## src/rtl/bus_port_pkg.sv

```systemverilog
// Shared types and helpers for the bus device port.
package bus_port_pkg;

  localparam int unsigned ID_W      = 8;
  localparam int unsigned PKT_MAX_W = 64;

  typedef logic [15:0] cnt16_t;

  // Destination ID sits in the top ID_W bits of a w-bit packet.
  function automatic logic [ID_W-1:0] dest_of(input logic [PKT_MAX_W-1:0] pkt,
                                              input int unsigned           w);
    return ID_W'(pkt >> (w - ID_W));
  endfunction

endpackage

```

## src/rtl/bus_fifo_core.sv

```systemverilog
// First-word-fall-through FIFO; head is masked to zero while empty.
module bus_fifo_core #(
  parameter int unsigned width = 16,
  parameter int unsigned depth = 8
) (
  input  logic                   clk,
  input  logic                   reset,
  input  logic                   wr,
  input  logic [width-1:0]       wdata,
  input  logic                   rd,
  output logic [width-1:0]       rdata,
  output logic                   full,
  output logic                   empty,
  output logic [$clog2(depth):0] count
);

  localparam int unsigned PTR_W = $clog2(depth);
  localparam int unsigned CNT_W = PTR_W + 1;

  logic [width-1:0] mem_q [depth];
  logic [PTR_W-1:0] wr_ptr_q, wr_ptr_d;
  logic [PTR_W-1:0] rd_ptr_q, rd_ptr_d;
  logic [CNT_W-1:0] count_q, count_d;
  logic             do_wr_c, do_rd_c;

  // A write is taken when there is room, or when a read frees a slot this cycle.
  always_comb begin
    do_rd_c  = rd && (count_q != '0);
    do_wr_c  = wr && ((count_q != CNT_W'(depth)) || do_rd_c);
    wr_ptr_d = wr_ptr_q;
    rd_ptr_d = rd_ptr_q;
    count_d  = count_q;
    if (do_wr_c) wr_ptr_d = wr_ptr_q + PTR_W'(1);
    if (do_rd_c) rd_ptr_d = rd_ptr_q + PTR_W'(1);
    case ({do_wr_c, do_rd_c})
      2'b10:   count_d = count_q + CNT_W'(1);
      2'b01:   count_d = count_q - CNT_W'(1);
      default: count_d = count_q;
    endcase
  end

  // Pointer and occupancy registers.
  always_ff @(posedge clk) begin
    if (reset) begin
      wr_ptr_q <= '0;
      rd_ptr_q <= '0;
      count_q  <= '0;
    end else begin
      wr_ptr_q <= wr_ptr_d;
      rd_ptr_q <= rd_ptr_d;
      count_q  <= count_d;
    end
  end

  // Storage array; contents are not cleared by reset.
  always_ff @(posedge clk) begin
    if (!reset && do_wr_c) mem_q[wr_ptr_q] <= wdata;
  end

  assign empty = (count_q == '0);
  assign full  = (count_q == CNT_W'(depth));
  assign count = count_q;
  assign rdata = empty ? '0 : mem_q[rd_ptr_q];

endmodule

```

## src/rtl/bus_dev_port.sv

```systemverilog
// Per-device endpoint: TX FIFO toward the arbiter, ID-filtered RX FIFO from it.
module bus_dev_port
  import bus_port_pkg::*;
#(
  parameter int unsigned    pckg_sz   = 16,
  parameter int unsigned    depth     = 8,
  parameter logic [ID_W-1:0] dev_id    = 8'd0,
  parameter logic [ID_W-1:0] broadcast = 8'hFF
) (
  input  logic               clk,
  input  logic               reset,
  input  logic               tx_wr,
  input  logic [pckg_sz-1:0] tx_data,
  output logic               tx_full,
  output logic               pndng,
  output logic [pckg_sz-1:0] D_pop,
  input  logic               pop,
  input  logic               push,
  input  logic [pckg_sz-1:0] D_push,
  input  logic               rx_rd,
  output logic [pckg_sz-1:0] rx_data,
  output logic               rx_empty,
  output logic [15:0]        rx_drop_cnt,
  output logic [15:0]        rx_filt_cnt
);

  localparam int unsigned CNT_W = $clog2(depth) + 1;

  logic [ID_W-1:0]  dest_c;
  logic             id_match_c, eligible_c, filt_c, drop_c;
  logic             tx_wr_c, rx_wr_c, rx_full_c;
  logic             tx_empty_w, rx_full_w;
  logic [CNT_W-1:0] tx_count_w, rx_count_w;
  cnt16_t           drop_q, drop_d, filt_q, filt_d;
  logic             unused_ok_c;

  // Destination filter and FIFO write qualification.
  always_comb begin
    dest_c     = dest_of(PKT_MAX_W'(D_push), pckg_sz);
    id_match_c = (dest_c == dev_id) || (dest_c == broadcast);
    eligible_c = push && id_match_c;
    filt_c     = push && !id_match_c;
    rx_full_c  = (rx_count_w == CNT_W'(depth));
    drop_c     = eligible_c && rx_full_c && !rx_rd;
    rx_wr_c    = eligible_c && (!rx_full_c || rx_rd);
    tx_wr_c    = tx_wr && !tx_full;
  end

  bus_fifo_core #(.width(pckg_sz), .depth(depth)) u_tx_fifo (
    .clk   (clk),
    .reset (reset),
    .wr    (tx_wr_c),
    .wdata (tx_data),
    .rd    (pop),
    .rdata (D_pop),
    .full  (tx_full),
    .empty (tx_empty_w),
    .count (tx_count_w)
  );

  bus_fifo_core #(.width(pckg_sz), .depth(depth)) u_rx_fifo (
    .clk   (clk),
    .reset (reset),
    .wr    (rx_wr_c),
    .wdata (D_push),
    .rd    (rx_rd),
    .rdata (rx_data),
    .full  (rx_full_w),
    .empty (rx_empty),
    .count (rx_count_w)
  );

  // Saturating next values for the loss counters.
  always_comb begin
    drop_d = drop_q;
    filt_d = filt_q;
    if (drop_c && (drop_q != 16'hFFFF)) drop_d = drop_q + 16'd1;
    if (filt_c && (filt_q != 16'hFFFF)) filt_d = filt_q + 16'd1;
  end

  // Loss counter registers.
  always_ff @(posedge clk) begin
    if (reset) begin
      drop_q <= '0;
      filt_q <= '0;
    end else begin
      drop_q <= drop_d;
      filt_q <= filt_d;
    end
  end

  assign pndng       = (tx_count_w != '0);
  assign rx_drop_cnt = drop_q;
  assign rx_filt_cnt = filt_q;
  assign unused_ok_c = tx_empty_w ^ rx_full_w;

endmodule
```

## config.mk

```make
export PLATFORM = sky130hd
export DESIGN_NAME = bus_dev_port
export DESIGN_NICKNAME = d
export VERILOG_FILES = /design/src/rtl/bus_port_pkg.sv /design/src/rtl/bus_fifo_core.sv /design/src/rtl/bus_dev_port.sv
export SDC_FILE = /design/constraint.sdc
export NUM_CORES = 1
export LEC_CHECK = 0
export CORE_MARGIN = 5
export CORE_UTILIZATION = 40
export CTS_BUF_LIST = sky130_fd_sc_hd__clkbuf_4 sky130_fd_sc_hd__clkbuf_8
export DETAILED_ROUTE_END_ITERATION = 12
export MAX_ROUTING_LAYER = met4
export PLACE_DENSITY = 0.6
export SYNTH_ARGS = -nofsm -noshare
export SYNTH_HDL_FRONTEND = slang
export SYNTH_HIERARCHICAL = 1
export SYNTH_SLANG_ARGS = --single-unit
```

## constraint.sdc

```tcl
create_clock -name clk -period 3.9 [get_ports clk]
set_input_delay 0.78 -clock clk [delete_from_list [all_inputs] [get_ports clk]]
set_output_delay 0.78 -clock clk [all_outputs]
set_load 0.05 [all_outputs]
```

==> ci_impl_report.md, run 1 <==
## Synthesis and layout report

| Metric | Value |
|---|---|
| Actual slew at the worst max-slew pin | `about 1.2 ns` |
| Initial antenna violation count | `0` |
| RD Place Congestion | `between 0.7 and 0.8` |
| Largest net degree at the start of global routing | `35` |
| Post-CTS sizing | `0` |
| Maximum root-to-sink buffer count | `3` |
| Die area | `36500 um2` |
| Outcome | `finished clean` |
| Syn Nets | `840` |
| Fin crit share | `between 80% and 90%` |
| I/O pin cnt | `~110` |
| Post-Route WL | `27600 um` |
| CTS tree | `yes` |
| Dpl cell area | `approximately 15000 um2` |
| IR drop worst, VDD | `0.414 mV` |
| Unrepaired setup endpoints after global routing | `no` |
| Via Count | `7526` |
| Design area | `16000 um2` |
| CP max-delay cell | `clkdlybuf4s50_1` |
| Clk_lat worst skew | `slightly below 0.6 ns` |
| Worst hold slack | `0.505 ns` |
| Data arrival time of the worst path | `between 2 and 3 ns` |
| First-pass GRT wire length | `44400 um` |
| Int Power | `0.00643 W` |
| Max-slew violations | `0` |
| Number of global-route vias before repair | `7903` |
| Tot Pwr | `between 0.009 and 0.01 W` |
| Kind of critical path | `flop to primary output` |
| Buf+Inv Stages, Crit Path | `2` |
| Tool warnings | `26` |
| Fin crit period | `3.51 ns` |
| Post-synthesis cell area | `13100 um2` |
| Combinational power share | `31.2%` |
| Startpoint Class | `flop` |
| N_diodes | `0` |
| Slew HR | `about a fifth` |
| Layout cells sized above 1 | `23.9%` |
| CP cell instances | `buf_12 > mux4_2 > mux2i_1 > nor2_1 > clkdlybuf4s50_1` |
| Critical path endpoint category | `primary output` |
| Post-CTS Hold Buffers | `0` |
| Initial DRC count | `between 400 and 500` |
| Rows | `66` |
| Total track usage | `15.9%` |
| Post-CTS setup buffer count | `0` |
| CTS Buf Count | `approximately 53` |
| Switch share | `between 30% and 40%` |
| Max stage delay on crit path | `between 0.7 and 0.8 ns` |
| Post-Syn Area per Cell | `16.6 um2` |
| Fin Setup TNS | `0 ns` |
| # DRC | `0` |
| Hold crit path type | `flop to flop` |
| Clock Sinks | `314` |
| Critical path's top delay family | `buffers and inverters` |
## run 1: metrics by stage
stage / cells / setup slack, ns / util (%)
floorplan: 790 / 0.0903 / -
global placement: 1342 / 0.235 / 46.0
detailed placement: 1342 / 0.148 / 46.0
CTS: 1440 / 0.282 / 49.2
global route: 1440 / 0.223 / 49.2
finish: 1440 / 0.393 / 49.2
## run 1: layer usage
layer / part of all wire, % / vias up / global-route usage (%)
li1: - / 3498 / -
met1: 46 / 3840 / 22.1
met2: 48 / 153 / 24.5
met3: 4.1 / 35 / 2.72
met4: 1.7 / 0 / 4.12
met5: 0 / - / -
## run 1: cell type report
| cell class | instances | share of cell area (%) |
|---|---|---|
| flip-flops and latches | 314 | 55.5 |
| inverters | 11 | 0.259 |
| well taps | 442 | 3.47 |
| clock inverters | 31 | 1.18 |
| repair buffers | 150 | 8.88 |
| multi-input cells | 425 | 25.5 |
| clock buffers | 67 | 5.23 |
## run 1: worst register-to-register path, cell delays in order (launching register included)
cell and delay (ns):
dfxtp_1 0.56, nor3_1 0.18, and2_2 0.24, nor2b_1 0.21, o211ai_1 0.24, nor2_1 0.79
buf_4 0.36
## run 1: layout by cell type (no fill, tap or decap), drive strengths merged, types with 4 or more instances in the layout
master	n
xor2	8
o21ai	8
nor2b	8
xnor2	7
mux4	64
dfxtp	58
ha	10
clkdlybuf4s50	102
or3	7
and2	4
o31ai	20
mux2i	38
clkbuf	67
nand3	22
nor2	77
clkinv	28
o211ai	5
mux2	5
nand4	9
nor4	13
nand3b	8
inv	11
buf	48
or4	18
a21oi	27
edfxtp	256
nor3	11
a211oi	6
nand2	14
## run 1: power by group through the flow
stage,combinational (W),clock (W),sequential [W]
detailed placement,0.00308,0,0.00394
floorplan,0.00223,0,0.00388
global placement,0.00306,0,0.00394
global route,0.00324,0.00303,0.00389
finish,0.00302,0.00277,0.00387
CTS,0.00309,0.00287,0.00387
## run 1: sequential cells by signal, indices dropped and copies added, names as in the netlist, named ones only
register	count
u_tx_fifo/rd_ptr_q	3
u_tx_fifo/wr_ptr_q	3
u_rx_fifo/mem_q	128
u_tx_fifo/mem_q	128
u_rx_fifo/wr_ptr_q	3
rx_filt_cnt	16
rx_drop_cnt	16
u_tx_fifo/count	4
u_rx_fifo/count	4
u_rx_fifo/rd_ptr_q	3
## run 1: worst paths after layout
kind	cells past startpoint	to	slack (ns)	from
min reg2reg	2	rx_filt_cnt[11]	0.50	rx_filt_cnt[11]
min	2	rx_filt_cnt[11]	0.50	rx_filt_cnt[11]
max	5	D_pop[10]	0.39	flop
max reg2reg	6	u_tx_fifo/mem_q[7][0]	1.01	u_tx_fifo/count[0]
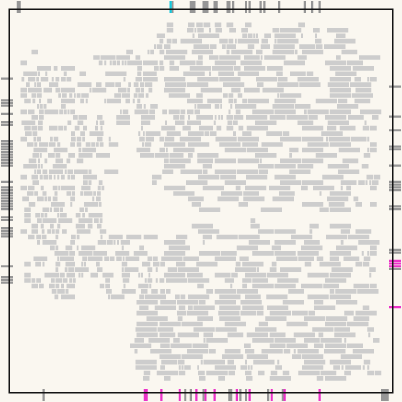
**Above:** run 1 (pin placement).
Drawn at 2 px/um. Pins as bars across the die edge, other pins in grey.
colour	port	pins	direction	edge
cyan	rx_rd	1	input	top
magenta	tx_data	16	input	12 bottom, 4 right
all pins by edge	37 left, 26 bottom, 23 top, 19 right
Die H: 191 um
Die W: 191 um
count of input and output buffers: 104

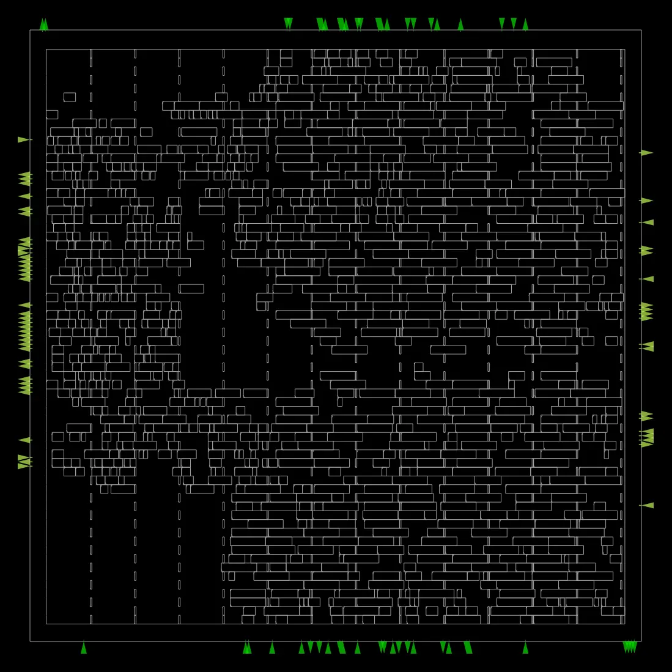
**Above:** run 1 (cell outlines without signal wires).
sequential fraction of total cell area: 55.5%
Fill cells: 2770
flop count: 314
Core Region: 32500 um2
non-filler cells, final: 1440

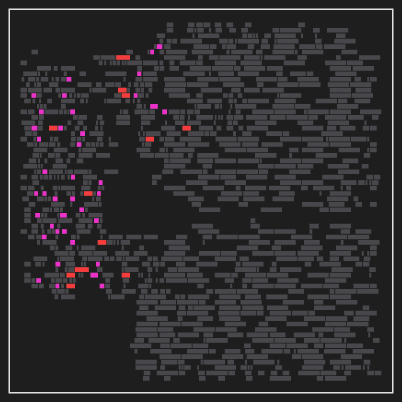
**Above:** run 1 (gate families picked out).
Drawn at 2 px/um.
colour	family	cells
red	adder and majority cells	12
magenta	AND and OR gates	39
combinational share of cell area: 25.5%
most used logic cell in the final layout: edfxtp_1

==> run 1 -> run 2 <==
--- a/config.mk
+++ b/config.mk
@@ -8,6 +8,7 @@
 export CORE_MARGIN = 5
 export CORE_UTILIZATION = 40
 export CTS_BUF_LIST = sky130_fd_sc_hd__clkbuf_4 sky130_fd_sc_hd__clkbuf_8
+export CTS_CLUSTER_SIZE = 28
 export DETAILED_ROUTE_END_ITERATION = 12
 export MAX_ROUTING_LAYER = met4
 export PLACE_DENSITY = 0.6
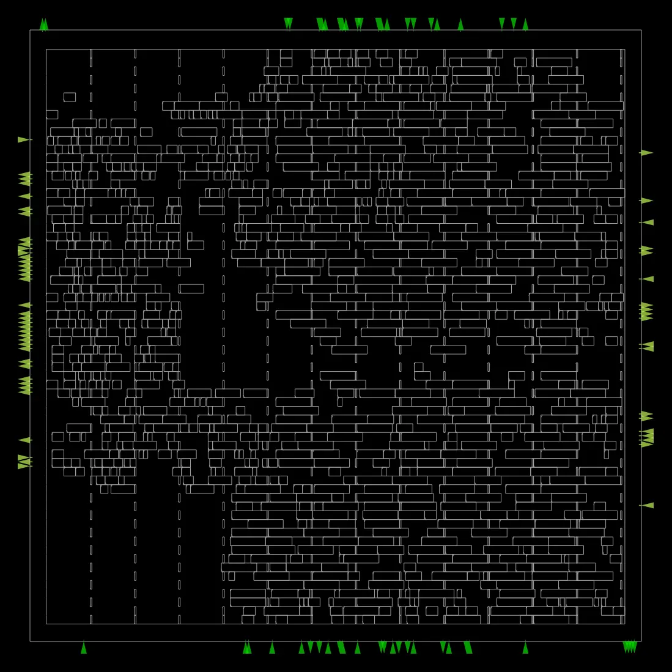
**Above:** run 2 (cell outlines without signal wires).
well-tap cell count: 442
Core Util, Final: 49.2%
Rows: 66

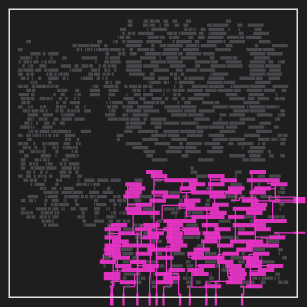
**Above:** run 2 (wires at chosen ports, followed through buffers).
Drawn at 1.5 px/um.
colour	port	bits	direction	edge	end cells	buffers	wire
magenta	tx_data	16	input	12 bottom, 4 right	128	16	1420 um
I/O pin cnt: 105

==> run 2 against run 1 <==
  * Cell count did not move
  * Global-route usage did not move
  * Synthesized cell count did not move
  * Maximum frequency did not move
  * Wire length did not move
  * Hold slack did not move
  * Core utilization did not move
  * Cell area did not move
  * Flip-flop count did not move
  * Critical path type unchanged
  * Largest cell class unchanged
  * Highest routed layer unchanged
==> ci_impl_report.md, run 2 <==
## Synthesis and layout report

| Metric | Value |
|---|---|
| IR drop worst, VDD | `0.414 mV (unchanged)` |
| Placement Setup Slack | `0.148 ns (unchanged)` |
| Outcome | `finished clean` |
| Max-slew violations | `0 (unchanged)` |
| Die W | `191 um (unchanged)` |
| Via Count | `7526 (unchanged)` |
| Die area | `36500 um2 (unchanged)` |
| Met1 WL | `12800 um (unchanged)` |
| Setup slack after layout | `0.393 ns (unchanged)` |
| Post-CTS Hold Buffers | `0 (unchanged)` |
| CTS Buf Count | `53 (unchanged)` |
| Initial antenna violation count | `0 (unchanged)` |
| Hold crit path type | `flop to flop` |
| Unrepaired setup endpoints after global routing | `no` |
| CTS tree | `yes` |
| Count of input and output buffers | `104 (unchanged)` |
| CP endpoint | `D_pop[10]` |
| Startpoint Class | `flop` |
| Largest regs | `u_rx_fifo/mem_q x128, u_tx_fifo/mem_q x128` |
| Die H | `191 um (unchanged)` |
| RR Endpoint | `u_tx_fifo/mem_q[7][0]` |
| Slew HR | `20.8% (unchanged)` |
| N_diodes | `0 (unchanged)` |
| Post-CTS setup buffer count | `0 (unchanged)` |
| Most instantiated logic cells after routing | `edfxtp_1, clkdlybuf4s50_1, nor2_1, mux4_2, dfxtp_1` |
| Clk_lat worst skew | `0.58 ns (about the same)` |
| Met3 wire len | `1120 um (unchanged)` |
| FF-to-FF setup slack | `1.01 ns (about the same)` |
| Fin crit period | `3.51 ns (unchanged)` |
| Post-Syn Area per Cell | `16.6 um2 (unchanged)` |
| Switch share | `33.4% (unchanged)` |
| Dpl cell area | `14900 um2 (unchanged)` |
| Hold Startpoint | `rx_filt_cnt[11]` |
| Critical path endpoint category | `primary output` |
| Fill cells | `2770 (unchanged)` |
| Clock Sinks | `314 (unchanged)` |
| RD Place Congestion | `0.779 (unchanged)` |
| Post-Route WL | `27600 um (unchanged)` |
| R2R depth | `6 (unchanged)` |
| Maximum root-to-sink buffer count | `3 (unchanged)` |
| Post-synthesis cell area | `13100 um2 (unchanged)` |
| Fin Setup TNS | `0 ns (unchanged)` |
| Tool warnings | `26 (unchanged)` |
| Kind of critical path | `flop to primary output` |
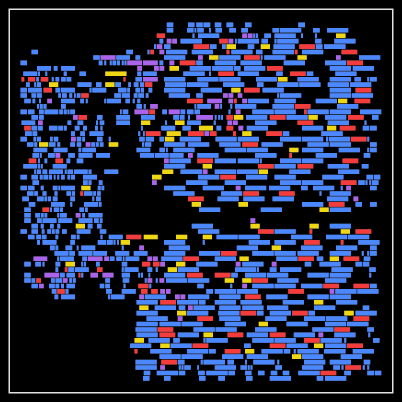
**Above:** run 2 (sizing map).
Drawn at 2 px/um.
colour	size	cells	share	most used
blue	_0 and _1 cells	759	76%	edfxtp_1
purple	_3 and _4 cells	75	7.5%	buf_4
yellow	_6 and larger	59	5.9%	clkbuf_8
red	_2 cells	105	11%	mux4_2

run 2: cell counts in the layout (fill, tap and decap cells not counted):
No cell type changed its count.
run 2: layout make-up:
cell class / count / area (um2) / share of cell area [%]
repair buffers: 150 / 1420 / 8.88
clock buffers: 67 / 835 / 5.23
clock inverters: 31 / 189 / 1.18
well taps: 442 / 553 / 3.47
multi-input cells: 425 / 4070 / 25.5
flip-flops and latches: 314 / 8850 / 55.5
inverters: 11 / 41.3 / 0.259
run 2: power by group through the flow:
| stage | Clock, W | Sequential (W) | Combinational (W) |
|---|---|---|---|
| finish | 0.00277 | 0.00387 | 0.00302 |
| global route | 0.00303 | 0.00389 | 0.00324 |
| CTS | 0.00287 | 0.00387 | 0.00309 |
| detailed placement | 0 | 0.00394 | 0.00308 |
| global placement | 0 | 0.00394 | 0.00306 |
| floorplan | 0 | 0.00388 | 0.00223 |
run 2: worst max-delay path: stages, from the launching register on:
cell	delay (ns)
dfxtp_2	0.33
buf_12	0.25
mux4_2	0.55
mux2i_1	0.22
nor2_1	0.06
clkdlybuf4s50_1	0.71
run 2: worst min path at each step:
stage / slack (ns) / end / cells after the start
after detailed placement: 0.49 / rx_filt_cnt[11] / 2
after global placement: 0.49 / rx_filt_cnt[11] / 2
after global routing: 0.52 / rx_filt_cnt[11] / 2
final: 0.50 / rx_filt_cnt[11] / 2
after CTS: 0.51 / rx_filt_cnt[11] / 2
after floorplan: 0.48 / flop / 2
run 2: per-layer routing:
| layer | vias up | track usage (%) |
|---|---|---|
| li1 | 3498 | - |
| met1 | 3840 | 22.1 |
| met3 | 35 | 2.72 |
| met2 | 153 | 24.5 |
| met5 | - | - |
| met4 | 0 | 4.12 |
run 2: stage by stage:
step | hold slack [ns] | total power [W] | cells
global route | 0.523 | 0.0102 | 1440
detailed placement | 0.493 | 0.00702 | 1342
finish | 0.505 | 0.00966 | 1440
floorplan | 0.485 | 0.00611 | 790
global placement | 0.489 | 0.00700 | 1342
CTS | 0.506 | 0.00983 | 1440
No activity file was given, so power comes from the tool's default toggle rates.
